### Routing congestion map

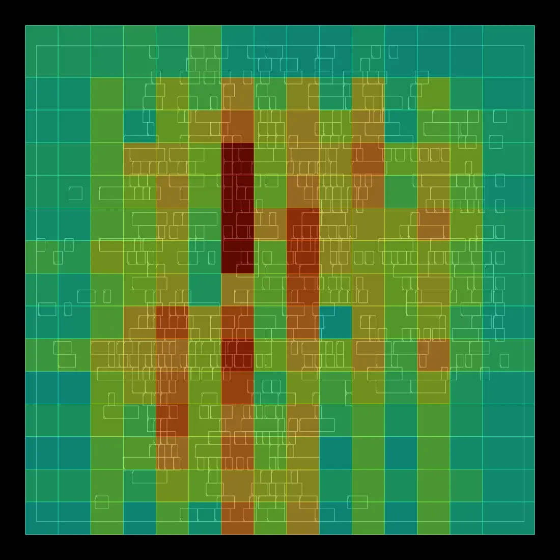
### Cell area per tile

The die is cut into 11 by 11 equal tiles; white is low, dark blue is high, 0 to 100% covered.
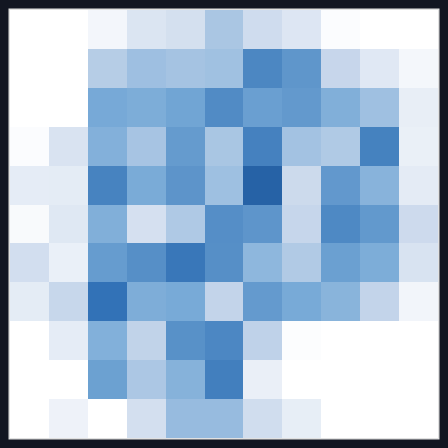
### M2 wires

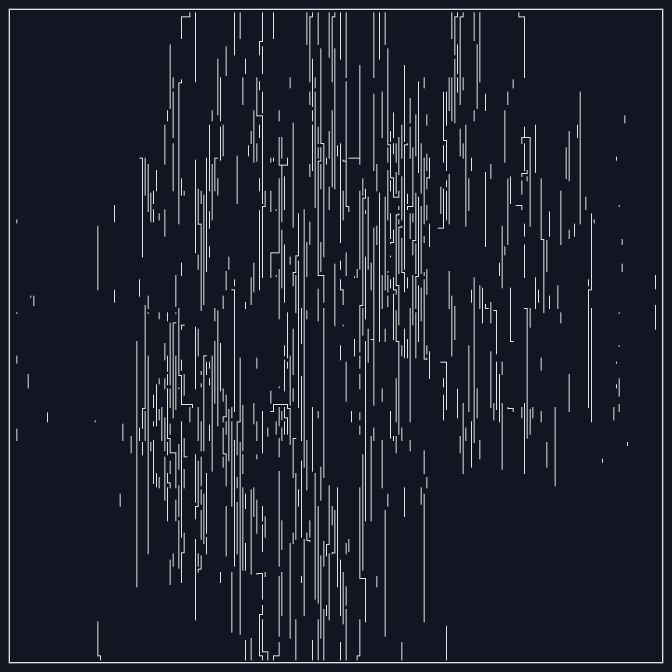
### Gate-type map

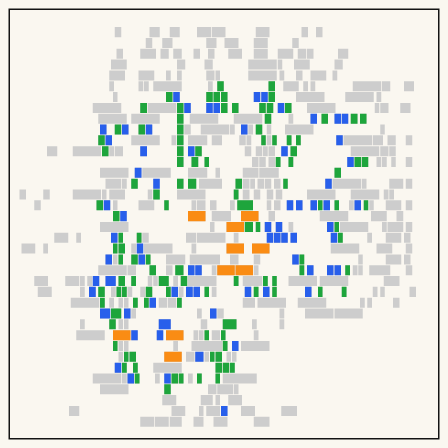
### Routed metal, one colour a layer

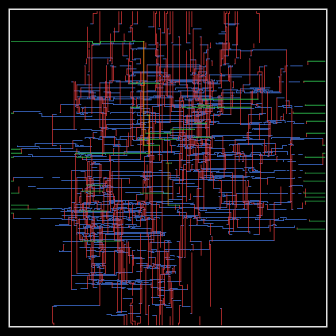
**src/rtl/dout_packer.sv**
```systemverilog
// dout_packer: gathers a length-delimited stream of bytes from an upstream
// byte source into 32-bit little-endian words with per-byte enables.
// Optional feature macro: DOUT_PACK_CSUM_EN appends one checksum word
// (8-bit modulo-256 sum of the frame bytes) after the final data word.
//
// Handshakes: every transfer happens on a rising CLK edge where the producer's
// "rdy" and the consumer's "en" are both 1. src_en is only asserted while
// collecting and then simply mirrors src_rdy. frm_len_en is ignored unless
// frm_len_rdy=1, and word_en is ignored unless word_rdy=1. Word outputs hold
// stable from word_rdy rising until the word_en edge that takes them.
module dout_packer (
  input  logic        CLK,
  input  logic        RST_N,          // active-high synchronous reset
  input  logic [7:0]  frm_len_value,
  input  logic        frm_len_en,
  output logic        frm_len_rdy,
  input  logic [7:0]  src_value,
  input  logic        src_rdy,
  output logic        src_en,
  output logic [31:0] word_value,
  output logic [3:0]  word_be,
  output logic        word_last,
  output logic        word_rdy,
  input  logic        word_en,
  output logic [1:0]  state_dbg
);

`ifdef DOUT_PACK_CSUM_EN
  typedef enum logic [1:0] {
    ST_IDLE    = 2'd0,
    ST_COLLECT = 2'd1,
    ST_EMIT    = 2'd2,
    ST_CSUM    = 2'd3
  } state_t;
`else
  typedef enum logic [1:0] {
    ST_IDLE    = 2'd0,
    ST_COLLECT = 2'd1,
    ST_EMIT    = 2'd2
  } state_t;
`endif

  state_t      state_q, state_d;
  logic [31:0] lane_q;      // byte lanes of the word being assembled
  logic [3:0]  be_q;        // lanes filled so far
  logic [1:0]  idx_q;       // next lane to fill
  logic [8:0]  remain_q;    // bytes still to accept in this frame (1..256)
`ifdef DOUT_PACK_CSUM_EN
  logic [7:0]  sum_q;
`endif

  logic accept;
  logic word_done;
  logic take;

  assign accept    = (state_q == ST_COLLECT) && src_rdy;
  // The word closes on the 4th lane or on the frame's last byte.
  assign word_done = accept && ((idx_q == 2'd3) || (remain_q == 9'd1));
  assign take      = (state_q == ST_EMIT) && word_en;

  // State register.
  always_ff @(posedge CLK) begin
    if (RST_N) state_q <= ST_IDLE;
    else       state_q <= state_d;
  end

  // Next-state logic.
  always_comb begin
    state_d = state_q;
    case (state_q)
      ST_IDLE:    if (frm_len_en) state_d = ST_COLLECT;
      ST_COLLECT: if (word_done)  state_d = ST_EMIT;
      ST_EMIT: begin
        if (word_en) begin
          if (remain_q != 9'd0) state_d = ST_COLLECT;
`ifdef DOUT_PACK_CSUM_EN
          else                  state_d = ST_CSUM;
`else
          else                  state_d = ST_IDLE;
`endif
        end
      end
`ifdef DOUT_PACK_CSUM_EN
      ST_CSUM:    if (word_en) state_d = ST_IDLE;
`endif
      default:    state_d = ST_IDLE;
    endcase
  end

  // Lane, byte-enable, count and checksum datapath.
  always_ff @(posedge CLK) begin
    if (RST_N) begin
      lane_q   <= 32'h0;
      be_q     <= 4'h0;
      idx_q    <= 2'd0;
      remain_q <= 9'd0;
`ifdef DOUT_PACK_CSUM_EN
      sum_q    <= 8'h0;
`endif
    end else begin
      if ((state_q == ST_IDLE) && frm_len_en) begin
        // A length of 0 stands for 256 bytes.
        remain_q <= {(frm_len_value == 8'd0), frm_len_value};
        lane_q   <= 32'h0;
        be_q     <= 4'h0;
        idx_q    <= 2'd0;
`ifdef DOUT_PACK_CSUM_EN
        sum_q    <= 8'h0;
`endif
      end
      if (accept) begin
        lane_q[{idx_q, 3'b000} +: 8] <= src_value;
        be_q[idx_q]                  <= 1'b1;
        idx_q                        <= idx_q + 2'd1;
        remain_q                     <= remain_q - 9'd1;
`ifdef DOUT_PACK_CSUM_EN
        sum_q                        <= sum_q + src_value;
`endif
      end
      if (take) begin
        lane_q <= 32'h0;
        be_q   <= 4'h0;
        idx_q  <= 2'd0;
      end
    end
  end

  // Outputs decoded from the state; word fields are zero unless presented.
  always_comb begin
    frm_len_rdy = 1'b0;
    src_en      = 1'b0;
    word_rdy    = 1'b0;
    word_value  = 32'h0;
    word_be     = 4'h0;
    word_last   = 1'b0;
    case (state_q)
      ST_IDLE:    frm_len_rdy = 1'b1;
      ST_COLLECT: src_en      = src_rdy;
      ST_EMIT: begin
        word_rdy   = 1'b1;
        word_value = lane_q;
        word_be    = be_q;
`ifdef DOUT_PACK_CSUM_EN
        word_last  = 1'b0;
`else
        word_last  = (remain_q == 9'd0);
`endif
      end
`ifdef DOUT_PACK_CSUM_EN
      ST_CSUM: begin
        word_rdy   = 1'b1;
        word_value = {24'h0, sum_q};
        word_be    = 4'b0001;
        word_last  = 1'b1;
      end
`endif
      default: ;
    endcase
  end

  assign state_dbg = state_q;

endmodule

```
**config.mk**
```make
export PLATFORM = sky130hd
export DESIGN_NAME = dout_packer
export DESIGN_NICKNAME = d
export VERILOG_FILES = /design/src/rtl/dout_packer.sv
export SDC_FILE = /design/constraint.sdc
export NUM_CORES = 1
export LEC_CHECK = 0
export ABC_AREA = 1
export CAP_MARGIN = 0
export CORE_MARGIN = 2
export CORE_UTILIZATION = 25
export DETAILED_ROUTE_END_ITERATION = 10
export GPL_TIMING_DRIVEN = 0
export PLACE_DENSITY_LB_ADDON = 0.25
export SYNTH_ARGS = -nofsm -noshare
export SYNTH_HDL_FRONTEND = slang
export SYNTH_SLANG_ARGS = --single-unit
export TNS_END_PERCENT = 20
```
**constraint.sdc**
```tcl
create_clock -name CLK -period 2.12 [get_ports CLK]
set_input_delay 0.424 -clock CLK [delete_from_list [all_inputs] [get_ports CLK]]
set_output_delay 0.424 -clock CLK [all_outputs]
set_load 0.05 [all_outputs]
```
==> deck_impl_summary.md <==
Physical Implementation Snapshot

Outcome
  • Outcome: complete, no violations

Run
  • Tool warnings: 35
  • Max cap viols: 0

STA
  • Relative slew slack: 63.7%
  • Hold slack: roughly 0.47 ns
  • Fmax: a little under 500 MHz
  • Clock Skews: 0.0113 ns
  • Worst Tran Pin Value: 0.544 ns
  • Endpoints failing hold: 0
  • Setup TNS: 0 ns
  • Final Slew Violations: 0
  • Tcrit/Tclk final: a little over nine tenths
  • Final Critical Period: approximately 2.0 ns
  • Final worst slack: approximately 0.086 ns

Power and ir drop
  • Power Density: 879 nW/µm²

Yosys
  • Yosys warnings: 0
  • Yosys top cell area share: about 37%
  • Simple-Gate Area Share: 32.5%
  • Main area contributors: dfxtp_1, nand3_1, inv_1
  • Dominant flop cell: dfxtp_1
  • Most frequent cell after synthesis: inv_1
  • EDFF count, synth: 0
  • Area fraction in mux cells: 0%
  • Netlist Area Pre-Place: approximately 2700 µm²
  • Synth Area per Inst: around 6.5 µm²
  • XOR-XNOR Cells, Area Fraction: 0%
  • Cell taking the most area after synthesis: dfxtp_1
  • Adder Area Share: under 10%
  • Seq share, synth: between 30% and 40%
  • Most instantiated cells after synthesis: inv_1, nor2_1, nand3_1

Critical path
  • Worst Path Arrival: 1.61 ns
  • Reg2Reg Launch Point: idx_q[0]
  • CP max stage delay: between 0.5 and 0.6 ns
  • Crit path launch type: input pin
  • CP delay by family, top: buffers and inverters
  • Worst R2R Setup Slack: 0.27 ns
  • Worst path cell trace: clkdlybuf4s50_1 > nand3_2 > inv_2 > buf_4
  • Setup CP Type: input pin to primary output

Global routing
  • Number of global-route vias before repair: roughly 2700
  • First-pass GRT wire length: 13.0 mm
  • Total track usage: roughly 14%
  • Pin count of the biggest net entering global routing: 17

Min path
  • Hold Startpoint: lane_q[1]
  • Hold Path Depth: 2
  • Min-Delay Endpoint: lane_q[1]

Finish
  • Nets: between 500 and 600
  • Fillers: 1158
  • Area Growth Syn to Fin: 34.6%
  • Layout cells sized above 1: between 20% and 30%
  • Number of flip-flops in the largest register: 32

Placed design
  • I/O Buffers: slightly above 60
  • Setup WS pre-CTS: -0.656 ns
  • Placed Area: 3640 µm²
  • Dpl hpwl: 6.09 mm

Die
  • Std cell rows: 37
  • Core Area: approximately 10000 µm²
  • Fp util: 25.9%
  • Die ar.: 11600 µm²

Route
  • Total wire length: 7.69 mm
  • Drt first-iter violations: approximately 97
  • ANT nets after route: 0
  • Via/cell ratio: around 4.5

Clock tree
  • CTS Buffer Depth: 2
  • # hold bufs at CTS: 0
  • Setup repair bufs after CTS: 0
  • Quantity of gates resized following cts: between 150 and 200
  • Latency at later pin: about 0.3 ns
  • Clock Sinks: about 50
  • H-tree depth: 2
  • Number of CTS-inserted buffers: 5
  • CTS tree: done
  • Reg clk slew, reported paths: about 0.08 ns
## Picture notes: 'Routing congestion map'
gr busiest metal: met2
final core utilization: 34.8%
met1 Use GR: 18.0%

## Picture notes: 'Cell area per tile'
The mean over all tiles is 30%. The fullest tile reaches 80%. The densest ninth of the die: centre.

## Picture notes: 'M2 wires'
The wires run mostly vertical. The layer holds 48% of the routed length. The layer carries 3670 µm of wire. The longest straight run is 42.5 µm. 390 nets have wire on it.

## Picture notes: 'Gate-type map'
Key: inverting AOI/OAI gates = blue [cells 70, most used a21oi_1]; adder and majority cells = orange [cells 10, most used ha_1, where centre]; NAND gates = green [cells 114, most used nand3_1]

## Picture notes: 'Routed metal, one colour a layer'
Key: met2 = red [wire length 3670 µm]; met1 = blue [wire length 3600 µm]; met4 = orange [wire length 62.6 µm]; met3 = green [wire length 363 µm]

power breakdown:
part           internal [µW]  leakage [µW]  switching, µW
logic                    414      0.000899           1020
registers               1040      0.000399            121
clock network            265     0.0000512            314
total                   1720       0.00135           1460
cell type report:
cell class	instances	area, µm²	share of cell area, %
Buffer	16	88.8	2.46
Clock buffer	6	82.6	2.29
Clock inverter	2	13.8	0.381
Inverter	70	268	7.42
Multi-Input combinational cell	275	1540	42.8
Sequential cell	49	987	27.3
Tap cell	136	170	4.71
Timing Repair Buffer	61	455	12.6
routing by layer:
metal  GRT usage, %  vias to the layer above  wire [µm]  share of wire, %
li1               -                     1445          -                 -
met1           18.0                     1221       3600                47
met2           23.5                       66       3670                48
met3           2.66                        7        363               4.7
met4           3.48                        0         62              0.81
met5              0                        -          0                 0
No activity file was given, so power comes from the tool's default toggle rates.
